<file path="config.mk">
export PLATFORM = sky130hd
export DESIGN_NAME = tx_frame_sequencer
export DESIGN_NICKNAME = d
export VERILOG_FILES = /design/src/rtl/tx_seq_pkg.sv /design/src/rtl/tx_pad_calc.sv /design/src/rtl/tx_frame_sequencer.sv
export SDC_FILE = /design/constraint.sdc
export NUM_CORES = 1
export LEC_CHECK = 0
export CORE_ASPECT_RATIO = 1.25
export CORE_MARGIN = 2
export CORE_UTILIZATION = 54
export CTS_CLUSTER_DIAMETER = 120
export DETAILED_ROUTE_END_ITERATION = 16
export GPL_ROUTABILITY_DRIVEN = 1
export HOLD_SLACK_MARGIN = 0.02
export PLACE_DENSITY = 0.74
export SLEW_MARGIN = 30
export SYNTH_ARGS = -nofsm -noshare
export SYNTH_HDL_FRONTEND = slang
export SYNTH_SLANG_ARGS = --single-unit
</file>
<file path="constraint.sdc">
create_clock -name Clk -period 13 [get_ports Clk]
set_input_delay 1.95 -clock Clk [delete_from_list [all_inputs] [get_ports Clk]]
set_output_delay 1.95 -clock Clk [all_outputs]
set_load 0.02 [all_outputs]
</file>
<file path="src/rtl/tx_seq_pkg.sv">
// tx_seq_pkg: shared state encoding, frame constants and header builder
// for the 802.11a transmit frame sequencer.
package tx_seq_pkg;

  typedef enum logic [2:0] {
    S_IDLE,
    S_PRE,
    S_HDR,
    S_PAY,
    S_TAIL,
    S_FLUSH,
    S_GAP
  } state_t;

  localparam int PRE_BITS   = 12;
  localparam int HDR_BITS   = 24;
  localparam int TAIL_BYTES = 2;

  // SIGNAL word, bit 0 of the header sits in the MSB
  function automatic logic [HDR_BITS-1:0] hdr_word(
    input logic [3:0]  rate,
    input logic [11:0] len
  );
    logic par;
    par = ^{rate, len};
    return {rate, 1'b0, len, par, 6'b000000};
  endfunction

endpackage

</file>
<file path="src/rtl/tx_pad_calc.sv">
// tx_pad_calc: maps payload length to pad bytes for one OFDM block size
// and flags whether the length is acceptable.
module tx_pad_calc
  import tx_seq_pkg::*;
#(
  parameter int BLOCK_BYTES = 3,
  parameter int MAX_LEN     = 1012
) (
  input  logic [11:0] len_i,
  output logic [2:0]  pads_o,
  output logic        legal_o
);

  logic [12:0] tot;
  logic [12:0] rem;
  logic [12:0] pad_w;

  // pad = bytes needed to round L+5 up to a block multiple
  always_comb begin
    tot     = 13'(len_i) + 13'd5;
    rem     = tot % 13'(BLOCK_BYTES);
    pad_w   = (13'(BLOCK_BYTES) - rem) % 13'(BLOCK_BYTES);
    pads_o  = pad_w[2:0];
    legal_o = (len_i != 12'd0) && (13'(len_i) <= 13'(MAX_LEN));
  end

endmodule

</file>
<file path="src/rtl/tx_frame_sequencer.sv">
// tx_frame_sequencer: serialises preamble fill, SIGNAL header, payload,
// tail and pad into the 802.11a transmitter Enable/x/num_pads inputs.
module tx_frame_sequencer
  import tx_seq_pkg::*;
#(
  parameter int BLOCK_BYTES = 3,
  parameter int MAX_LEN     = 1012,
  parameter int GAP_CYCLES  = 2
) (
  input  logic        Clk,
  input  logic        Reset,
  input  logic        req_valid,
  output logic        req_ready,
  input  logic [3:0]  req_rate,
  input  logic [11:0] req_length,
  input  logic [7:0]  byte_data,
  input  logic        byte_valid,
  output logic        byte_ready,
  output logic        tx_enable,
  output logic        tx_x,
  output logic [2:0]  tx_num_pads,
  output logic        busy,
  output logic        done,
  output logic        err_len,
  output logic        err_underrun
);

  // The IDLE cycle itself is one of the low-Enable gap cycles,
  // so the GAP state only covers the remaining GAP_CYCLES-1.
  localparam state_t S_AFTER =
    (GAP_CYCLES > 1) ? S_GAP : S_IDLE;
  localparam logic [12:0] PRE_LAST = 13'(PRE_BITS - 1);
  localparam logic [12:0] HDR_LAST = 13'(HDR_BITS - 1);
  localparam logic [12:0] GAP_LAST =
    13'((GAP_CYCLES > 1) ? GAP_CYCLES - 2 : 0);

  state_t      state_q, state_d;
  logic [12:0] cnt_q, cnt_d;
  logic [2:0]  bib_q, bib_d;
  logic [11:0] fetched_q, fetched_d;
  logic [3:0]  rate_q, rate_d;
  logic [11:0] len_q, len_d;
  logic [2:0]  pads_q, pads_d;
  logic [7:0]  buf_q, buf_d;
  logic        buf_v_q, buf_v_d;
  logic [7:0]  sh_q, sh_d;
  logic        done_q, done_d;
  logic        err_len_q, err_len_d;

  logic [2:0]  calc_pads;
  logic        calc_legal;
  logic        accept;
  logic        start;
  logic        boundary;
  logic        underrun;
  logic        fetch;
  logic [HDR_BITS-1:0] hdr;
  logic [14:0] pay_bits;
  logic [12:0] pay_last;
  logic [12:0] tail_last;

  tx_pad_calc #(
    .BLOCK_BYTES(BLOCK_BYTES),
    .MAX_LEN    (MAX_LEN)
  ) u_pad (
    .len_i  (req_length),
    .pads_o (calc_pads),
    .legal_o(calc_legal)
  );

  assign accept    = (state_q == S_IDLE) && req_valid;
  assign start     = accept && calc_legal;
  assign boundary  = (state_q == S_PAY) && (bib_q == 3'd0);
  assign underrun  = boundary && !buf_v_q;
  assign hdr       = hdr_word(rate_q, len_q);
  assign pay_bits  = {len_q, 3'b000};
  assign pay_last  = 13'(pay_bits - 15'd1);
  assign tail_last = 13'((13'(pads_q) + 13'(TAIL_BYTES))
                         * 13'd8 - 13'd1);

  assign req_ready    = (state_q == S_IDLE);
  assign busy         = (state_q != S_IDLE);
  assign byte_ready   = (state_q inside {S_PRE, S_HDR, S_PAY})
                        && !buf_v_q && (fetched_q < len_q);
  assign fetch        = byte_valid && byte_ready;
  assign tx_num_pads  = pads_q;
  assign done         = done_q;
  assign err_len      = err_len_q;
  assign err_underrun = underrun;

  // Frame FSM: phase sequencing and Enable/x generation
  always_comb begin
    state_d   = state_q;
    cnt_d     = cnt_q + 13'd1;
    tx_enable = 1'b0;
    tx_x      = 1'b0;
    unique case (state_q)
      S_IDLE: begin
        cnt_d = '0;
        if (start) state_d = S_PRE;
      end
      S_PRE: begin
        tx_enable = 1'b1;
        if (cnt_q == PRE_LAST) begin
          state_d = S_HDR;
          cnt_d   = '0;
        end
      end
      S_HDR: begin
        tx_enable = 1'b1;
        tx_x      = hdr[5'(HDR_LAST) - cnt_q[4:0]];
        if (cnt_q == HDR_LAST) begin
          state_d = S_PAY;
          cnt_d   = '0;
        end
      end
      S_PAY: begin
        if (underrun) begin
          state_d = S_AFTER;
          cnt_d   = '0;
        end else begin
          tx_enable = 1'b1;
          tx_x      = boundary ? buf_q[7] : sh_q[7];
          if (cnt_q == pay_last) begin
            state_d = S_TAIL;
            cnt_d   = '0;
          end
        end
      end
      S_TAIL: begin
        tx_enable = 1'b1;
        if (cnt_q == tail_last) begin
          state_d = S_FLUSH;
          cnt_d   = '0;
        end
      end
      S_FLUSH: begin
        tx_enable = 1'b1;
        state_d   = S_AFTER;
        cnt_d     = '0;
      end
      S_GAP: begin
        if (cnt_q == GAP_LAST) begin
          state_d = S_IDLE;
          cnt_d   = '0;
        end
      end
      default: begin
        state_d = S_IDLE;
        cnt_d   = '0;
      end
    endcase
  end

  // Request latch, prefetch buffer, byte shifter and status pulses
  always_comb begin
    rate_d    = rate_q;
    len_d     = len_q;
    pads_d    = pads_q;
    fetched_d = fetched_q;
    buf_d     = buf_q;
    buf_v_d   = buf_v_q;
    sh_d      = sh_q;
    bib_d     = bib_q;
    done_d    = (state_q == S_FLUSH);
    err_len_d = accept && !calc_legal;
    if (start) begin
      rate_d    = req_rate;
      len_d     = req_length;
      pads_d    = calc_pads;
      fetched_d = '0;
      buf_v_d   = 1'b0;
      bib_d     = '0;
    end
    if ((state_q == S_PAY) && !underrun) begin
      bib_d = bib_q + 3'd1;
      if (boundary) begin
        sh_d    = {buf_q[6:0], 1'b0};
        buf_v_d = 1'b0;
      end else begin
        sh_d = {sh_q[6:0], 1'b0};
      end
    end
    if (fetch) begin
      buf_d     = byte_data;
      buf_v_d   = 1'b1;
      fetched_d = fetched_q + 12'd1;
    end
    if (underrun) begin
      fetched_d = '0;
      buf_v_d   = 1'b0;
    end
  end

  // State and datapath registers, synchronous reset
  always_ff @(posedge Clk) begin
    if (Reset) begin
      state_q   <= S_IDLE;
      cnt_q     <= '0;
      bib_q     <= '0;
      fetched_q <= '0;
      rate_q    <= '0;
      len_q     <= '0;
      pads_q    <= '0;
      buf_q     <= '0;
      buf_v_q   <= 1'b0;
      sh_q      <= '0;
      done_q    <= 1'b0;
      err_len_q <= 1'b0;
    end else begin
      state_q   <= state_d;
      cnt_q     <= cnt_d;
      bib_q     <= bib_d;
      fetched_q <= fetched_d;
      rate_q    <= rate_d;
      len_q     <= len_d;
      pads_q    <= pads_d;
      buf_q     <= buf_d;
      buf_v_q   <= buf_v_d;
      sh_q      <= sh_d;
      done_q    <= done_d;
      err_len_q <= err_len_d;
    end
  end

endmodule

</file>
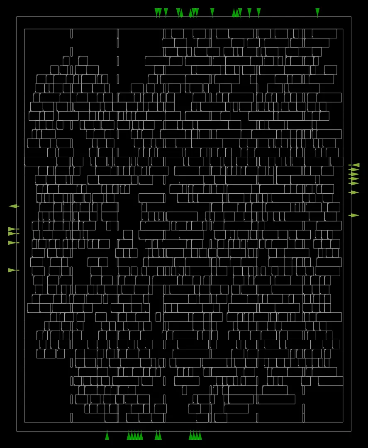
Figure 1: placement view.
flip-flops: 68
fillers: 1004
total number of tap cells: 135
number of non-filler instances in the completed layout: 949

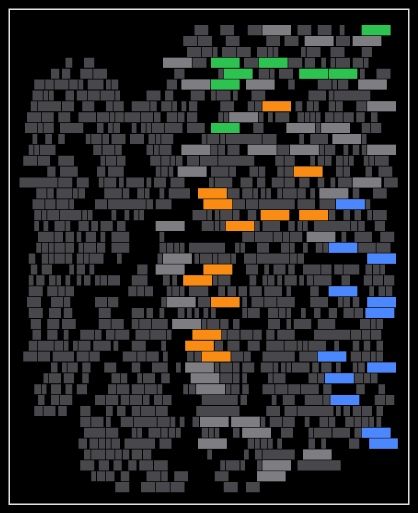
Figure 2: register map, names as in the netlist.
Scale: 4 px per um. Other sequential cells in the stronger grey, the rest of the logic in the fainter grey.
`fetched_q`: in blue, sequential cells 12. `buf_q`: in green, sequential cells 8. `cnt_q`: in orange, sequential cells 13, where middle.
Another 35 sequential cells are not coloured.

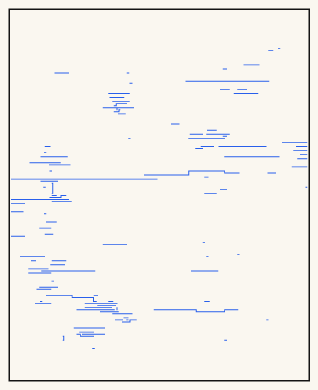
Figure 3: the metal 3 layer.
Scale: 3 px per um.
73 nets have wire on it. The layer holds 4.0% of the routed length.
Via Count: 5900
global routing met3 resource utilization: 0.0345
routed wire length: 15200 um

## tightest hold or removal path, stage by stage (launching register included)
cell and delay (ns):
sky130_fd_sc_hd__dfxtp_1 0.31, sky130_fd_sc_hd__nand2_1 0.06, sky130_fd_sc_hd__a21oi_1 0.05
## per-layer routing
layer	up-vias	track usage	routed length [um]
met4	0	0.124	533
met5	-	0	0
met3	39	0.0345	599
met2	170	0.446	7590
met1	2751	0.288	6440
li1	2940	-	-
## stage by stage
stage	worst slack, ns	utilization	total power (uW)
after floorplan	3.20	-	1020
after detailed placement	1.24	0.588	1190
after global placement	1.79	0.588	1150
after global routing	0.595	0.617	1580
final	1.33	0.617	1480
after CTS	1.55	0.617	1460
==> impl_metrics.tcl <==
# flow metrics
set metrics [dict create \
    run_status "complete, no violations" \
    worst-r2r-cell-count 22 \
    post_cts_setup_buffers 0 \
    regToRegSetupSlack_ns 8.99 \
    worst_path_most_repeated_cell "sky130_fd_sc_hd__ha_1" \
    largest_register_ff_count 13 \
    cts_resized 0 \
    syn-cell-area_um2 6150 \
    min-delay-path-class "register to register" \
    layout_clock_area_frac 0.0467 \
    numPlacedInstances 933 \
    crit_arrival_ns 11.91 \
    yosys.area.top_type "sky130_fd_sc_hd__dfxtp_1" \
    largestClassByArea "logic gates" \
    drc_errors 0 \
    worst_setup_path_start_kind "input pin" \
    final_layout_top_logic_cell "sky130_fd_sc_hd__nor2_1" \
    fp_nets 870 \
    power.clock.total_uw 259 \
    grt_first_pass_wirelength_um 25400 \
    rows 43 \
    drt_iter0_drc 284 \
    buffer_area_frac 0.0600 \
    final_layout_size_suffix_gt1_frac 0.0663 \
    static-leakage-power_uw 0.00253 \
    chip_area_um2 12300 \
    tool_warnings 35 \
    num-nonclk-buffers 42 \
    drv_slew 0 \
    yosys.cell_count.top_type "sky130_fd_sc_hd__nor2_1" \
    power.largest_group "combinational logic" \
    clockRootBuffer "sky130_fd_sc_hd__clkbuf_16" \
    regMostFlops "cnt_q" \
    tritoncts "done" \
    global_route.usage.total 0.248 \
    totalNegativeSetupSlack_ns 0 \
    gp_congestion 0.962 \
    wire_per_inst_um 16.0 \
    crit_end "tx_num_pads[0]$_SDFFE_PP0P_" \
    largest_net_degree_at_the_start_of_global_routing 46 \
    slew_at_the_pin_with_the_worst_max_slew_slack_ns 0.869 \
    min_delay_path_depth 2 \
    detailed_place_hpwl_um 11400 \
    ys.warnings.count 0 \
    startpoint "req_length[0]" \
    post_synth_inst_count 806 \
    setup_viol 0 \
    synth.yosys.num_cells 806 \
    logic_family "simple AND/OR/NAND/NOR gates" \
    cts_buffers 9 \
    netlist.area_leader.share 0.221 \
    holdCritStartpoint "sh_q[1]$_SDFFE_PP0P_" \
    timing.critical_path.required_ns 13.24 \
    worst-path-stages 39 \
    async_flop_share 0 \
    post_synth_xor_area_fraction 0.0768 \
    number_of_global_route_vias_before_repair 5644 \
    worst_case_hold_path_end_point "sh_q[1]$_SDFFE_PP0P_" \
    finish.net_count 873 \
    ys_seq_elements 68 \
    final_ant_viol_nets 0 \
    clockBufferCount 12 \
    seq_cell_power_uw 223 \
    inverters 38 \
    clockPowerShare 0.175 \
    port-buffer-count 38 \
    regs_by_ff_count "cnt_q: 13 flops, fetched_q: 12 flops, len_q: 12 flops" \
    boundaryPins 39 \
    flop_area_um2 1360 \
    design_area_um2 6840 \
    power.combinational.total_uw 998 \
    maxClockFrequency_ghz 0.0857 \
    core_area_um2 11100 \
    worst_slew_margin_rel 0.419 \
    detailedRoute.firstPassIterationCount 5 \
    comb_area_um2 4440 \
    die_w_um 99.5 \
    grt_setup_unrepaired "false" \
]
Power figures rest on the tool's default switching activity, not on a simulated workload.
